File: src/rtl/change_dispenser.sv
// change_dispenser
//   Output stage behind the vending controller. Each soda vend pulse queues its
//   (saturated) change code in a small FIFO. The FSM then strobes the soda
//   release and pays the change one nickel at a time over a four-phase
//   req/ack handshake with the coin hopper. A hopper edge that does not arrive
//   within ACK_TIMEOUT cycles latches a terminal fault.
//
//   Parameters
//     FIFO_DEPTH  : pending vend events held (power of two, >= 2)
//     ACK_TIMEOUT : cycles allowed per hopper ack edge (1..65535)
//
//   Ports
//     clk         : clock, rising edge
//     reset_n     : synchronous active-low reset
//     soda        : vend pulse, one event per high cycle
//     change      : nickels owed (0..4, 5..7 saturate to 4), sampled with soda
//     hopper_ack  : hopper acknowledge level
//     hopper_req  : nickel request level to hopper
//     soda_rel    : one-cycle soda release strobe
//     busy        : FIFO non-empty or FSM not idle
//     overflow    : sticky, vend dropped because FIFO was full
//     fault       : sticky, hopper handshake timed out
//     nickels_out : wrapping count of nickels paid
//
//   Build option
//     CHANGE_DISPENSER_COUNT_EN : when defined, nickels_out is a live 8-bit
//                                 counter; otherwise it is tied to zero.

module change_dispenser #(
    parameter int unsigned FIFO_DEPTH  = 2,
    parameter int unsigned ACK_TIMEOUT = 255
) (
    input  logic       clk,
    input  logic       reset_n,
    input  logic       soda,
    input  logic [2:0] change,
    input  logic       hopper_ack,
    output logic       hopper_req,
    output logic       soda_rel,
    output logic       busy,
    output logic       overflow,
    output logic       fault,
    output logic [7:0] nickels_out
);

    localparam int unsigned AW = (FIFO_DEPTH > 1) ? $clog2(FIFO_DEPTH) : 1;
    localparam int unsigned CW = AW + 1;
    localparam logic [CW-1:0] FULL_CNT = CW'(FIFO_DEPTH);
    // Timer value seen in the last allowed waiting cycle
    localparam logic [15:0] TO_LAST = 16'(ACK_TIMEOUT - 1);

    typedef enum logic [2:0] {
        S_IDLE,
        S_RELEASE,
        S_REQ,
        S_ACKLO,
        S_FAULT
    } state_t;

    state_t          state_q, state_d;
    logic [2:0]      mem_q [FIFO_DEPTH];
    logic [AW-1:0]   wr_ptr_q, wr_ptr_d;
    logic [AW-1:0]   rd_ptr_q, rd_ptr_d;
    logic [CW-1:0]   count_q, count_d;
    logic [2:0]      remain_q, remain_d;
    logic [15:0]     timer_q, timer_d;
    logic            hopper_req_q, hopper_req_d;
    logic            soda_rel_q, soda_rel_d;
    logic            busy_q, busy_d;
    logic            overflow_q, overflow_d;
    logic            fault_q, fault_d;
`ifdef CHANGE_DISPENSER_COUNT_EN
    logic [7:0]      nick_q, nick_d;
`endif

    logic [2:0]      sat_change;
    logic            fifo_full;
    logic            pop;
    logic            push_ok;

    always_comb begin
        sat_change = (change > 3'd4) ? 3'd4 : change;
        fifo_full  = (count_q == FULL_CNT);
        pop        = (state_q == S_IDLE) && (count_q != '0);
        // A pop in the same cycle frees a slot, so a full FIFO still accepts
        push_ok    = soda && (!fifo_full || pop);

        wr_ptr_d   = push_ok ? wr_ptr_q + AW'(1) : wr_ptr_q;
        rd_ptr_d   = pop ? rd_ptr_q + AW'(1) : rd_ptr_q;
        unique case ({push_ok, pop})
            2'b10:   count_d = count_q + CW'(1);
            2'b01:   count_d = count_q - CW'(1);
            default: count_d = count_q;
        endcase
        overflow_d = overflow_q | (soda & fifo_full & ~pop);

        state_d      = state_q;
        remain_d     = remain_q;
        hopper_req_d = hopper_req_q;
        soda_rel_d   = 1'b0;
        fault_d      = fault_q;
`ifdef CHANGE_DISPENSER_COUNT_EN
        nick_d       = nick_q;
`endif
        timer_d      = timer_q;
        if ((state_q == S_REQ || state_q == S_ACKLO) && timer_q != '1) begin
            timer_d = timer_q + 16'd1;
        end

        unique case (state_q)
            S_IDLE: begin
                if (pop) begin
                    remain_d   = mem_q[rd_ptr_q];
                    state_d    = S_RELEASE;
                    soda_rel_d = 1'b1;
                    timer_d    = '0;
                end
            end
            S_RELEASE: begin
                timer_d = '0;
                if (remain_q == 3'd0) begin
                    state_d = S_IDLE;
                end else begin
                    state_d      = S_REQ;
                    hopper_req_d = 1'b1;
                end
            end
            S_REQ: begin
                if (hopper_ack) begin
                    hopper_req_d = 1'b0;
                    remain_d     = remain_q - 3'd1;
`ifdef CHANGE_DISPENSER_COUNT_EN
                    nick_d       = nick_q + 8'd1;
`endif
                    timer_d      = '0;
                    state_d      = S_ACKLO;
                end else if (timer_q >= TO_LAST) begin
                    hopper_req_d = 1'b0;
                    fault_d      = 1'b1;
                    timer_d      = '0;
                    state_d      = S_FAULT;
                end
            end
            S_ACKLO: begin
                if (!hopper_ack) begin
                    timer_d = '0;
                    if (remain_q != 3'd0) begin
                        state_d      = S_REQ;
                        hopper_req_d = 1'b1;
                    end else begin
                        state_d = S_IDLE;
                    end
                end else if (timer_q >= TO_LAST) begin
                    fault_d = 1'b1;
                    timer_d = '0;
                    state_d = S_FAULT;
                end
            end
            S_FAULT: begin
                hopper_req_d = 1'b0;
                timer_d      = '0;
            end
            default: begin
                state_d = S_IDLE;
            end
        endcase

        busy_d = (count_d != '0) || (state_d != S_IDLE);
    end

    always_ff @(posedge clk) begin
        if (!reset_n) begin
            state_q      <= S_IDLE;
            wr_ptr_q     <= '0;
            rd_ptr_q     <= '0;
            count_q      <= '0;
            remain_q     <= '0;
            timer_q      <= '0;
            hopper_req_q <= 1'b0;
            soda_rel_q   <= 1'b0;
            busy_q       <= 1'b0;
            overflow_q   <= 1'b0;
            fault_q      <= 1'b0;
`ifdef CHANGE_DISPENSER_COUNT_EN
            nick_q       <= '0;
`endif
        end else begin
            state_q      <= state_d;
            wr_ptr_q     <= wr_ptr_d;
            rd_ptr_q     <= rd_ptr_d;
            count_q      <= count_d;
            remain_q     <= remain_d;
            timer_q      <= timer_d;
            hopper_req_q <= hopper_req_d;
            soda_rel_q   <= soda_rel_d;
            busy_q       <= busy_d;
            overflow_q   <= overflow_d;
            fault_q      <= fault_d;
`ifdef CHANGE_DISPENSER_COUNT_EN
            nick_q       <= nick_d;
`endif
        end
    end

    // Storage needs no reset; occupancy is tracked by count_q
    always_ff @(posedge clk) begin
        if (reset_n && push_ok) begin
            mem_q[wr_ptr_q] <= sat_change;
        end
    end

    assign hopper_req = hopper_req_q;
    assign soda_rel   = soda_rel_q;
    assign busy       = busy_q;
    assign overflow   = overflow_q;
    assign fault      = fault_q;
`ifdef CHANGE_DISPENSER_COUNT_EN
    assign nickels_out = nick_q;
`else
    assign nickels_out = '0;
`endif

endmodule

File: config.mk
export PLATFORM = sky130hd
export DESIGN_NAME = change_dispenser
export DESIGN_NICKNAME = d
export VERILOG_FILES = /design/src/rtl/change_dispenser.sv
export SDC_FILE = /design/constraint.sdc
export NUM_CORES = 1
export LEC_CHECK = 0
export ABC_AREA = 1
export CAP_MARGIN = 10
export CORE_MARGIN = 5
export CORE_UTILIZATION = 30
export CTS_BUF_LIST = sky130_fd_sc_hd__clkbuf_4 sky130_fd_sc_hd__clkbuf_8
export DETAILED_ROUTE_END_ITERATION = 8
export GPL_ROUTABILITY_DRIVEN = 0
export REMOVE_ABC_BUFFERS = 1
export SLEW_MARGIN = 20
export SYNTH_ARGS = -nofsm -noshare
export SYNTH_HDL_FRONTEND = slang
export SYNTH_SLANG_ARGS = --single-unit
File: constraint.sdc
create_clock -name clk -period 1.5 [get_ports clk]
set_input_delay 0.15 -clock clk [delete_from_list [all_inputs] [get_ports clk]]
set_output_delay 0.15 -clock clk [all_outputs]
set_load 0.1 [all_outputs]
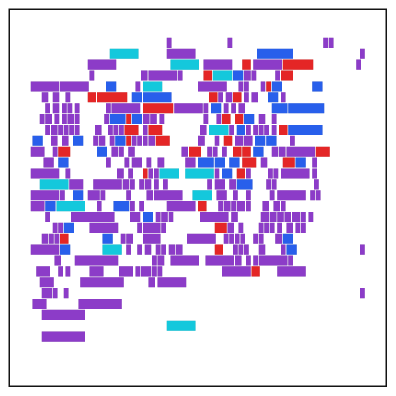
**Above:** cells by drive strength.
(4 px per um)
color	size	cells	share
blue	x3 and x4	39	11%
purple	x1 and smaller	256	75%
cyan	x6 and larger	12	3.5%
red	x2	33	9.7%

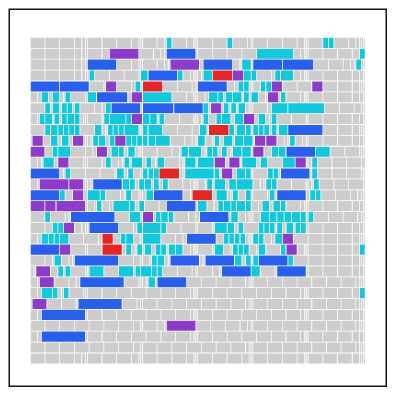
**Above:** placed cells, one color a class.
(4 px per um) Fill, decap, tap and diode cells in gray.
color	class	cells	share of their area
cyan	remaining logic cells	256	51%
red	clock drivers and dummy loads	7	3.5%
blue	registers	38	32%
purple	remaining buffers and delay cells	39	14%

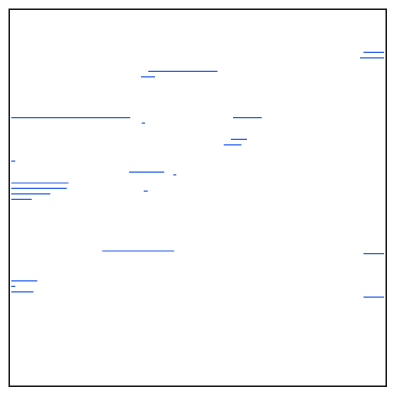
**Above:** M3 wires.
(4 px per um)
nets with wire on the layer	19
wire length on this layer	167 um

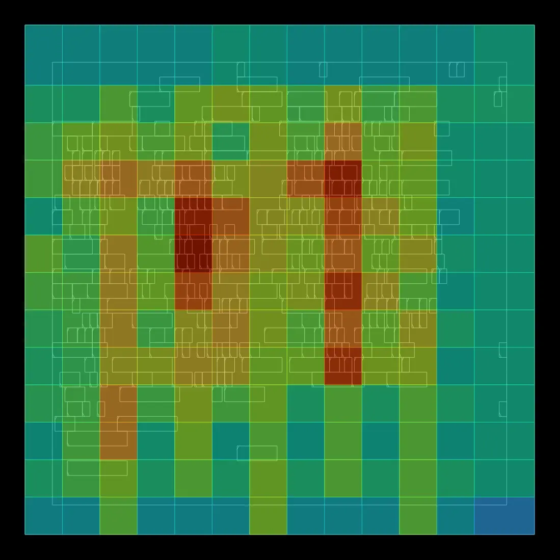
**Above:** routing congestion map.
GR Util met2: 0.191
M3 GR Usage: 0.0313
met1 Use GR: 0.127
global route hottest layer: met2
total global-route track usage: 0.110

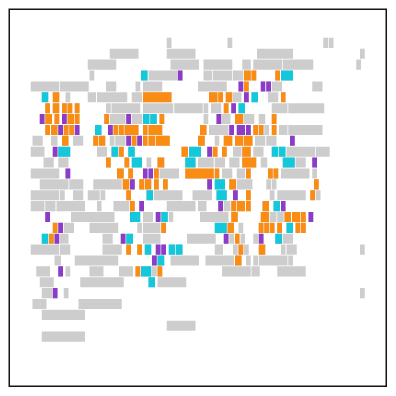
**Above:** gate-type map.
(4 px per um)
color	family	cells	most used
purple	inv cells	44	inv_1
cyan	aoi and oai cells	34	a21oi_1
orange	nand cells	103	nand2_1

[through the flow]
stage	setup slack [ps]	cell area (um^2)	hold slack, ps
2_1_floorplan	48.1	2040	249
3_3_place_gp	-30.5	2520	446
3_5_place_dp	-83.5	2520	453
4_1_cts	9.60	2640	465
5_1_grt	-65.3	2730	459
6_report	76.4	2730	462
[how the worst max path moves through the flow]
stage	from	to	slack, ps	depth (start not counted)
after floorplan	state_q[1]	mem_q[1][0]	50	5
after global placement	hopper_ack	timer_q[9]	-30	7
after detailed placement	hopper_ack	timer_q[10]	-80	7
after CTS	timer_q[0]	timer_q[6]	10	9
after global routing	timer_q[1]	busy	-70	10
final	timer_q[1]	busy	80	10
==> results.toml <==
# synthesis and place-and-route metrics
[setup_path]
arrival_ps = 1600
cp_num_buf_inv = 0
reg2reg_to = "busy"
ff2ff_path_depth = 10
crit_family = "simple AND/OR/NAND/NOR gates"
end_kind = "flip-flop"
max_stage_delay_ps = 400

[synthesis]
yosys-top-cells-count = "nand2_1, nor2_1, inv_1"
postSynthSeqShare = 0.389
simple_gate_area_frac = 0.350
yosysTopAreaCell = "dfxtp_1"
ys_sh_aoi = 0.0983
syn_area_um2 = 2110
top_area_frac = 0.303
ys_area_um2 = 2110
area_leaders = "dfxtp_1, nand2_1, edfxtp_1, nor2_1, inv_1"
syn_avg_cell_area_um2 = 7.04
synth.cellmix.xorXnorShare = 0.00415
ys_ff = 38

[cts]
cts_setup_buffers = 0
clock_path_buffers = 2
cts_root_buf = "clkbuf_8"
clk_pin_slew_ps = 70
tritoncts = "yes"
cts_resized = 6

[final_layout]
clockBufferCount = 7
diodes = 0
regMostFlops = "timer_q"
biggestCellCategory = "multi-input combinational cells"
sh_comb_area = 0.422
fillCellCount = 723
layout_top_cell = "nand2_1"
drive_above_1_share = 0.247
final_cell_mix = "nand2_1, inv_1, nor2_1"
nNonClkBuffers = 39
nonClkBufAreaFrac = 0.136
nNonClkInverters = 44
fin_util = 0.399
clockNetworkAreaShare = 0.0330

[sta]
finalClockPeriodUsage = 0.949
setup_viol = 0
finalSetupTns_ps = 0
slew_violations = 0
fin_crit_ps = 1420
rsz0062_at_grt = "true"

[power]
pwr.group.sequential_mw = 1.21
clock_power_share = 0.233
powerComb_mw = 1.15
p_leak_nw = 1.08
power.density_nw_per_um2 = 1130
intPower_mw = 1.94
peakVddDrop_uv = 598

[routing]
drt_wl_total_um = 4500
met3_length_um = 166
drcViolationCount = 0
drtAntennaViolNets = 0

[die]
die_y_um = 93.9
fp_util = 0.309

[outcome]
status = "complete, no violations"

[hold_path]
hold-path-cell-count = 2
hp-class = "flip-flop to flip-flop"

[place]
dp.final_hpwl_um = 3460
place_inst = 428

[global_route]
antenna_found_initial = 0
grt_overflow = 0
grt_pass1_vias = 1864

[flow_run]
tool_warnings = 28
